`src/rtl/timer_ctrl.sv`:
```
// Keypad/run/pause sequencer for a chain of NDIG cascaded BCD down-counters.
// Optional door interlock enabled by defining TIMER_DOOR_INTERLOCK_EN.
module timer_ctrl #(
    parameter int NDIG        = 2,
    parameter int TICK_DIV    = 4,
    parameter int DONE_CYCLES = 3
) (
    input  logic              clk,
    input  logic              rst,
    input  logic              key_valid,
    input  logic [3:0]        key_digit,
    input  logic              start,
    input  logic              stop,
    input  logic              door_open,
    input  logic [NDIG-1:0]   zero_L,
    output logic              ld,
    output logic [4*NDIG-1:0] ld_digits,
    output logic [NDIG-1:0]   cnt_en,
    output logic              running,
    output logic              done,
    output logic [2:0]        state_o
);

    localparam int PW = (TICK_DIV > 1) ? $clog2(TICK_DIV) : 1;
    localparam int DW = $clog2(DONE_CYCLES + 1);

    typedef enum logic [2:0] {
        S_IDLE  = 3'd0,
        S_ENTRY = 3'd1,
        S_LOAD  = 3'd2,
        S_RUN   = 3'd3,
        S_PAUSE = 3'd4,
        S_DONE  = 3'd5
    } state_t;

    state_t              state;
    logic [4*NDIG-1:0]   buf_q;
    logic [4*NDIG-1:0]   shifted;
    logic [PW-1:0]       presc;
    logic [DW-1:0]       done_cnt;
    logic                door_hold;
    logic                key_ok;
    logic                buf_nz;
    logic                all_zero;
    logic                tick;
    logic                pause_req;
    logic                borrow;

`ifdef TIMER_DOOR_INTERLOCK_EN
    assign door_hold = door_open;
`else
    logic unused_door;
    assign unused_door = door_open;
    assign door_hold   = 1'b0;
`endif

    assign key_ok    = key_valid && (key_digit <= 4'd9);
    assign buf_nz    = |buf_q;
    assign all_zero  = ~|zero_L;
    assign tick      = (presc == PW'(TICK_DIV - 1));
    assign pause_req = stop | door_hold;

    always_comb begin
        shifted      = buf_q << 4;
        shifted[3:0] = key_digit;
    end

    // Borrow cascade: a digit counts only when every lower digit is at 0 and wraps to 9.
    // Once all digits read 0 the enables are held off so the chain never wraps to 9..9.
    always_comb begin
        cnt_en = '0;
        borrow = tick;
        if (rst && (state == S_RUN) && !pause_req && !all_zero) begin
            for (int i = 0; i < NDIG; i++) begin
                cnt_en[i] = borrow;
                borrow    = borrow & ~zero_L[i];
            end
        end
    end

    always_ff @(posedge clk) begin
        if (!rst) begin
            state    <= S_IDLE;
            buf_q    <= '0;
            presc    <= '0;
            done_cnt <= '0;
        end else begin
            case (state)
                S_IDLE: begin
                    if (stop) begin
                        buf_q <= '0;
                    end else if (key_ok) begin
                        buf_q <= shifted;
                        state <= S_ENTRY;
                    end
                end
                S_ENTRY: begin
                    if (stop) begin
                        buf_q <= '0;
                        state <= S_IDLE;
                    end else if (start && buf_nz && !door_hold) begin
                        state <= S_LOAD;
                    end else if (key_ok) begin
                        buf_q <= shifted;
                    end
                end
                S_LOAD: begin
                    presc <= '0;
                    state <= S_RUN;
                end
                // Prescaler is frozen on pause so a resume continues the interrupted tick period.
                S_RUN: begin
                    if (pause_req) begin
                        state <= S_PAUSE;
                    end else if (all_zero) begin
                        done_cnt <= '0;
                        state    <= S_DONE;
                    end else begin
                        presc <= tick ? '0 : presc + PW'(1);
                    end
                end
                S_PAUSE: begin
                    if (stop) begin
                        buf_q <= '0;
                        state <= S_IDLE;
                    end else if (start && !door_hold) begin
                        state <= S_RUN;
                    end
                end
                S_DONE: begin
                    if (stop || (done_cnt == DW'(DONE_CYCLES - 1))) begin
                        buf_q <= '0;
                        state <= S_IDLE;
                    end else begin
                        done_cnt <= done_cnt + DW'(1);
                    end
                end
                default: state <= S_IDLE;
            endcase
        end
    end

    assign ld        = (state == S_LOAD);
    assign running   = (state == S_RUN);
    assign done      = (state == S_DONE);
    assign state_o   = state;
    assign ld_digits = buf_q;

endmodule

```
`config.mk`:
```
export PLATFORM = sky130hd
export DESIGN_NAME = timer_ctrl
export DESIGN_NICKNAME = d
export VERILOG_FILES = /design/src/rtl/timer_ctrl.sv
export SDC_FILE = /design/constraint.sdc
export NUM_CORES = 1
export LEC_CHECK = 0
export ABC_AREA = 1
export CORE_ASPECT_RATIO = 1.75
export CORE_MARGIN = 4
export CORE_UTILIZATION = 30
export CTS_CLUSTER_SIZE = 14
export DETAILED_ROUTE_END_ITERATION = 16
export HOLD_SLACK_MARGIN = 0.02
export PLACE_DENSITY = 0.65
export SLEW_MARGIN = 15
export SYNTH_ARGS = -nofsm -noshare
export SYNTH_HDL_FRONTEND = slang
export SYNTH_SLANG_ARGS = --single-unit
```
`constraint.sdc`:
```
create_clock -name clk -period 1.63 [get_ports clk]
set_input_delay 0.163 -clock clk [delete_from_list [all_inputs] [get_ports clk]]
set_output_delay 0.163 -clock clk [all_outputs]
set_load 0.1 [all_outputs]
```
==> run_1/port_trees.png <==
Scale bar: 20 um.
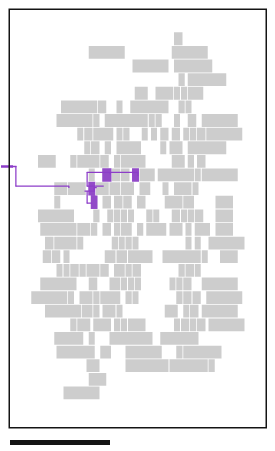
Key: stop = purple [bits 1, direction input, end cells 4, buffers 2, wire 38.9 um]

==> run_1/m2.png <==
Cells faint in the background.
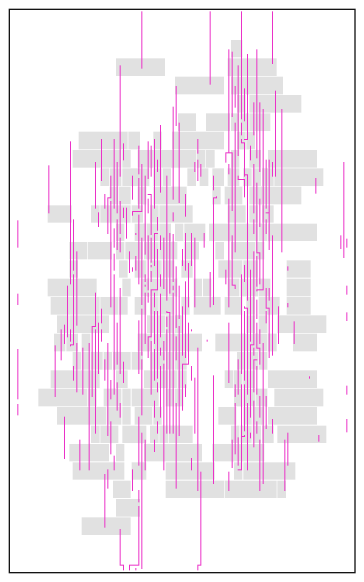
The longest straight run is 26.7 um. The wires run mostly vertical. The layer carries 1630 um of wire. 177 nets have wire on it. The layer holds 58% of the routed length.

==> run_1/m1.png <==
Supply wires on this layer in grey. Cells faint in the background.
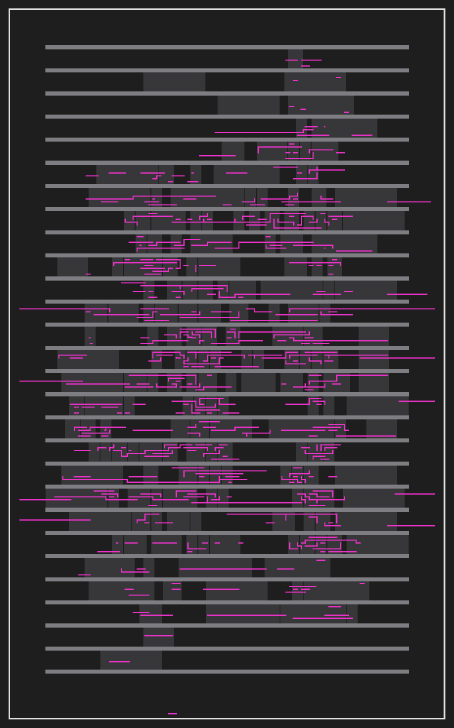
The wires run mostly horizontal. The layer carries 1000 um of wire.

==> metrics.yaml, run 1 <==
whs_endpoint: "presc[1]$_SDFFE_PN0P_"
cts.clk_slew.worst_paths_ns: 0.06
cpPeakStageDelay_ns: 0.35
power_mw: 3.54
maxPowerGroup: "combinational logic"
yosys.area_share.simple_pct: 44.7
ir_drop_uv: 948
worstPathRequired_ns: 1.47
dieArea_sq_um: 4250
status: "finished, final reports clean"
routed-wl-met3_um: 116
num-nonclk-buffers: 40
finalClockPeriodUsage_pct: 98.0
p_switching_mw: 1.93
rsz0062_at_grt: "true"
dr.pass1.iters: 4
fp-row-count: 27
finalNetCount: 210
worstSkewPairLatency_ns: 0.25
final_area_sq_um: 1640
diodes: 0
worstRegToRegCells: 8
yosys.area.top_type: "dfxtp_1"
postSynthSeqShare_pct: 30.9
ys_sh_mux_pct: 0
async_flop_share_pct: 0
met2_usage_pct: 29.7
die_x_um: 51.0
ys_sh_adder_pct: 2.58
crit_start: "presc[0]$_SDFFE_PN0P_"
gr-max-usage-layer: "met2"
path_class: "flop to output port"
dominant_cells: "logic gates"
ant_nets: 0
cts_buffer_depth: 2
fp_nets: 169
grt_util_met1_pct: 13.2
fillCellCount: 305
min_period_ns: 1.60
netlist_instances: 155
final_common_cell: "nand2_1"
grt_pass1_vias: 1191
==> run 2, diff against run 1 <==
==> constraint.sdc (replaced) <==
create_clock -name clk -period 1.63 [get_ports clk]
set_input_delay 0.2445 -clock clk [delete_from_list [all_inputs] [get_ports clk]]
set_output_delay 0.2445 -clock clk [all_outputs]
set_load 0.1 [all_outputs]
==> run_2/m1.png <==
Supply wires on this layer in grey. Cells faint in the background.
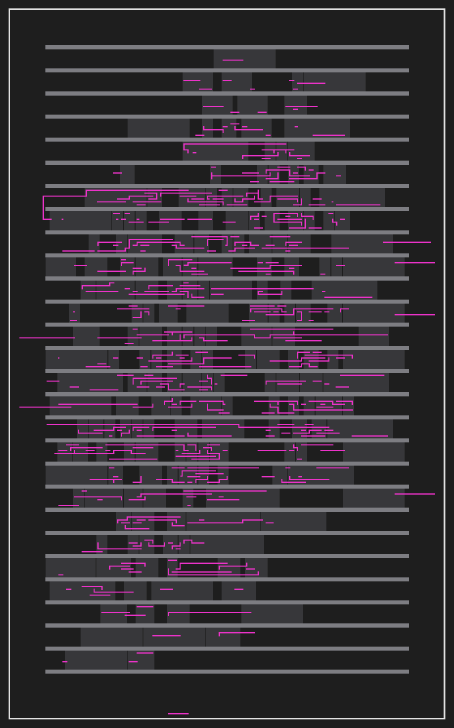
The longest straight run is 22.5 um. The layer holds 35% of the routed length. The wires run mostly horizontal.

==> run_2/ff_map.png <==
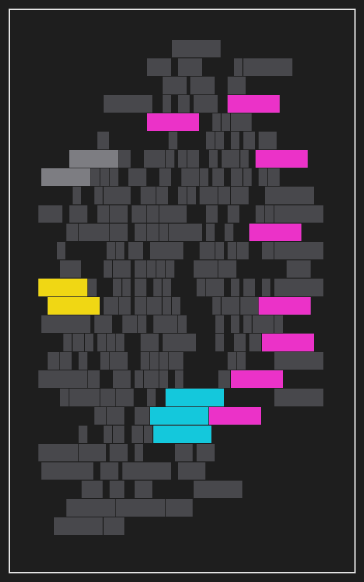
Key: state_o = cyan [flops 3]; ld_digits = magenta [flops 8]; presc = yellow [flops 2]
Another 2 sequential cells are not coloured.

==> run_2/port_trees.png <==
Scale bar: 20 um.
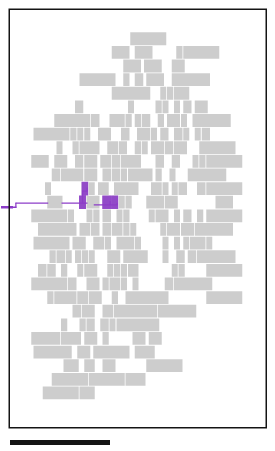
Key: stop = purple [bits 1, direction input, end cells 4, buffers 2, wire 22.6 um]

==> run 2 against run 1 <==
  * The run now ends with setup timing left
  * Final cell count grew 4.6%
  * Setup slack got worse by 0.057 ns
  * Combinational power grew 6%
  * Worst hold slack got worse by 0.0097 ns
  * First-iteration DRC count rose to 3.4 times the previous value
  * Critical endpoint unchanged
  * Largest power group unchanged
  * Highest routed layer unchanged
==> metrics.yaml, run 2 <==
status: "finished with violations"
failed_checks: "setup timing"
buf_share_pct: 35.0
worstSkewPairLatency_ns: 0.25  # about the same
dr.pass1.iters: 4  # unchanged
cp-end-kind: "output port"
final_area_sq_um: 1730  # +5.4%
grt_pass1_vias: 1233  # +3.5%
place_inst: 236
path_class: "flop to output port"
crit_buf_inv: 2
fp_util_pct: 30.9
maxPowerGroup: "combinational logic"
p_int_mw: 1.70
min_period_ns: 1.65  # +0.0574 ns
maxCapViolations: 0
h-tree-depth: 1
critical_path.top_delay_family: "simple AND/OR/NAND/NOR gates"
drt_iter0_drc: 27
fillCellCount: 310  # +1.6%
use_met3_pct: 1.97
portBuffers: 26
finalWorstSetupSlack_ns: -0.0243
xor_area_share_pct: 0
num-nonclk-buffers: 51  # +28%
yosys.area.top_type: "dfxtp_1"
ys_sh_mux_pct: 0  # unchanged
final_common_cell: "nand2_1"
cp_num_cells: 7
comb-power_mw: 2.66
worstMarginPinSlew_ns: 0.260
pg_clk_mw: 0.307
route.top_layer_used: "met4"
logic_gate_count: 117
cpPeakStageDelay_ns: 0.36  # about the same
cp-endpoint: "cnt_en[1]"
dieArea_sq_um: 4250  # unchanged
ant_nets: 0  # unchanged
min_from: "presc[1]$_SDFFE_PN0P_"
ys_sh_adder_pct: 2.58  # unchanged
netlist_instances: 155  # unchanged
crit_start: "state_o[0]$_SDFFE_PN0P_"
vias_per_cell: 4.84
yosys.area_share.simple_pct: 44.7  # unchanged
power_mw: 3.67  # +3.6%
fp_nets: 169  # unchanged
synth_cell_types: 20
maxSlewHeadroom_pct: 82.6
worstPathRequired_ns: 1.39  # -0.08 ns
p_switching_mw: 1.97  # +2.1%
topCellsByArea: "dfxtp_1, nand2_1, nor2_1, nand3_1, inv_1"
seq_share_pct: 18.7
fp-row-count: 27  # unchanged
setup_viol: 1
dominant_cells: "logic gates"
whs_endpoint: "presc[1]$_SDFFE_PN0P_"
routed-wl-met3_um: 68  # -41%
cts_setup_buffers: 5
gr-max-usage-layer: "met2"
rsz0062_at_grt: "true"
tool_warnings: 30
antenna_found_initial: 0
postSynthSeqShare_pct: 30.9  # unchanged
syn_area_sq_um: 971
ir_drop_uv: 1160  # +23%
diodes: 0  # unchanged
postLayoutCoreUtil_pct: 55.0
wire_per_inst_um: 11.8
async_flop_share_pct: 0  # unchanged
grt_util_met1_pct: 13.5  # +0.24 points
via_count: 1204
syn_area_per_cell_sq_um: 6.26
met2_usage_pct: 27.6  # -2.1 points
worstRegToRegCells: 9  # +1
cts.clk_slew.worst_paths_ns: 0.06  # about the same
finalNetCount: 221  # +5.2%
clock_skew_ns: 0.00126
finalClockPeriodUsage_pct: 101  # +3.5 points
taps: 43
die_x_um: 51.0  # unchanged
crit_chain: "nand2_4 -> nor2_4 -> nand2_2 -> nor2_4 -> inv_2 -> nor4_4 -> buf_12"
worstSetupStartpointType: "flop"
cp_data_arrival_time_ns: 1.41
cts_buffer_depth: 2  # unchanged
wl_met1_um: 1040
crit_fanout: 2
==> run 3, diff against run 2 <==
--- a/config.mk
+++ b/config.mk
@@ -13,7 +13,7 @@
 export DETAILED_ROUTE_END_ITERATION = 16
 export HOLD_SLACK_MARGIN = 0.02
 export PLACE_DENSITY = 0.65
-export SLEW_MARGIN = 15
+export SLEW_MARGIN = 20
 export SYNTH_ARGS = -nofsm -noshare
 export SYNTH_HDL_FRONTEND = slang
 export SYNTH_SLANG_ARGS = --single-unit
==> run_3/congestion_map.png <==
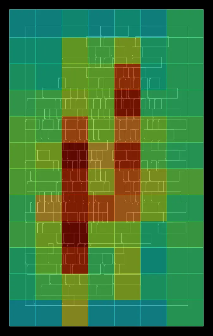
met3 Use GR: 1.97%
M1 GR Usage: 13.5%

==> run_3/port_trees.png <==
Scale bar: 20 um.
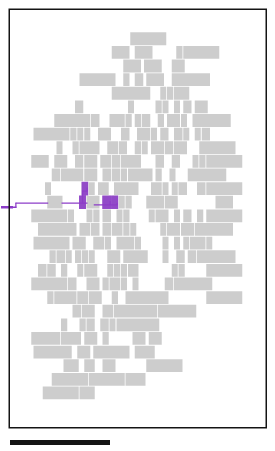
Key: stop = purple [bits 1, direction input, end cells 4, buffers 2, wire 22.6 um]

==> run_3/m2.png <==
Cells faint in the background.
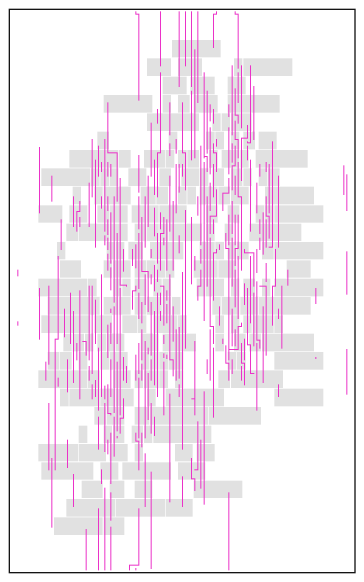
The layer carries 1730 um of wire. 195 nets have wire on it. The longest straight run is 26.2 um. The wires run mostly vertical.

==> run 3 against run 2 <==
  * The run still ends with setup timing left
  * Critical path type unchanged
  * Largest power group unchanged
  * Routed wire length unchanged
  * Core utilization stayed put
  * First-iteration DRC count did not move
  * Worst hold slack stayed put
  * Clock power is essentially flat
  * Setup slack did not move
  * Area after synthesis is the same
  * Final cell count is the same
  * Design area stayed put
  * Highest routed layer unchanged
  * Combinational power barely moved
==> metrics.yaml, run 3 <==
placed_area_sq_um: 1600
reg2reg_from: "state_o[0]$_SDFFE_PN0P_"
taps: 43  # unchanged
wl_met1_um: 1040  # unchanged
synth_cell_types: 20  # unchanged
postSynthSeqShare_pct: 30.9  # unchanged
antenna_found_initial: 0  # unchanged
yosys.area_share.simple_pct: 44.7  # unchanged
yosys.area.top_type: "dfxtp_1"
cts_buffer_depth: 2  # unchanged
crit_fanout: 2  # unchanged
maxPowerGroup: "combinational logic"
grt_pass1_vias: 1233  # unchanged
netlist_instances: 155  # unchanged
ys_sh_mux_pct: 0  # unchanged
crit_chain: "nand2_4 -> nor2_4 -> nand2_2 -> nor2_4 -> inv_2 -> nor4_4 -> buf_12"
buf_share_pct: 35.0  # unchanged
die_x_um: 51.0  # unchanged
cp_num_cells: 7  # unchanged
ys_sh_adder_pct: 2.58  # unchanged
cp_data_arrival_time_ns: 1.41  # about the same
cpPeakStageDelay_ns: 0.36  # about the same
worstPathRequired_ns: 1.39  # about the same
p_switching_mw: 1.97  # unchanged
setup_viol: 1  # unchanged
nFlopsAndLatches: 15
comb-power_mw: 2.66  # about the same
maxSlewHeadroom_pct: 82.6  # unchanged
final_area_sq_um: 1730  # unchanged
dr.pass1.iters: 4  # unchanged
cp-end-kind: "output port"
topCellsByArea: "dfxtp_1, nand2_1, nor2_1, nand3_1, inv_1"
finalClockPeriodUsage_pct: 101  # unchanged
worstMarginPinSlew_ns: 0.260  # unchanged
cts_setup_buffers: 5  # unchanged
worstSkewPairLatency_ns: 0.25  # about the same
rsz0062_at_grt: "true"
syn_area_per_cell_sq_um: 6.26  # unchanged
wire_per_inst_um: 11.8  # unchanged
min_period_ns: 1.65  # unchanged
maxCapViolations: 0  # unchanged
portBuffers: 26  # unchanged
critical_path.top_delay_family: "simple AND/OR/NAND/NOR gates"
min_from: "presc[1]$_SDFFE_PN0P_"
dominant_cells: "logic gates"
fillCellCount: 310  # unchanged
ant_nets: 0  # unchanged
whs_endpoint: "presc[1]$_SDFFE_PN0P_"
worstRegToRegCells: 9  # unchanged
power_mw: 3.67  # unchanged
diodes: 0  # unchanged
p_int_mw: 1.70  # unchanged
cp-endpoint: "cnt_en[1]"
place_inst: 236  # unchanged
fp-row-count: 27  # unchanged
ir_drop_uv: 1160  # unchanged
gr-max-usage-layer: "met2"
postLayoutCoreUtil_pct: 55.0  # unchanged
crit_start: "state_o[0]$_SDFFE_PN0P_"
vias_per_cell: 4.84  # unchanged
pg_clk_mw: 0.307  # about the same
crit_buf_inv: 2  # unchanged
fp_util_pct: 30.9  # unchanged
seq_share_pct: 18.7  # unchanged
met2_usage_pct: 27.6  # unchanged
h-tree-depth: 1  # unchanged
finalWorstSetupSlack_ns: -0.0243  # unchanged
xor_area_share_pct: 0  # unchanged
clock_skew_ns: 0.00126  # unchanged
path_class: "flop to output port"
status: "finished with violations"
dieArea_sq_um: 4250  # unchanged
failed_checks: "setup timing"
Power and IR drop assume default switching activity.
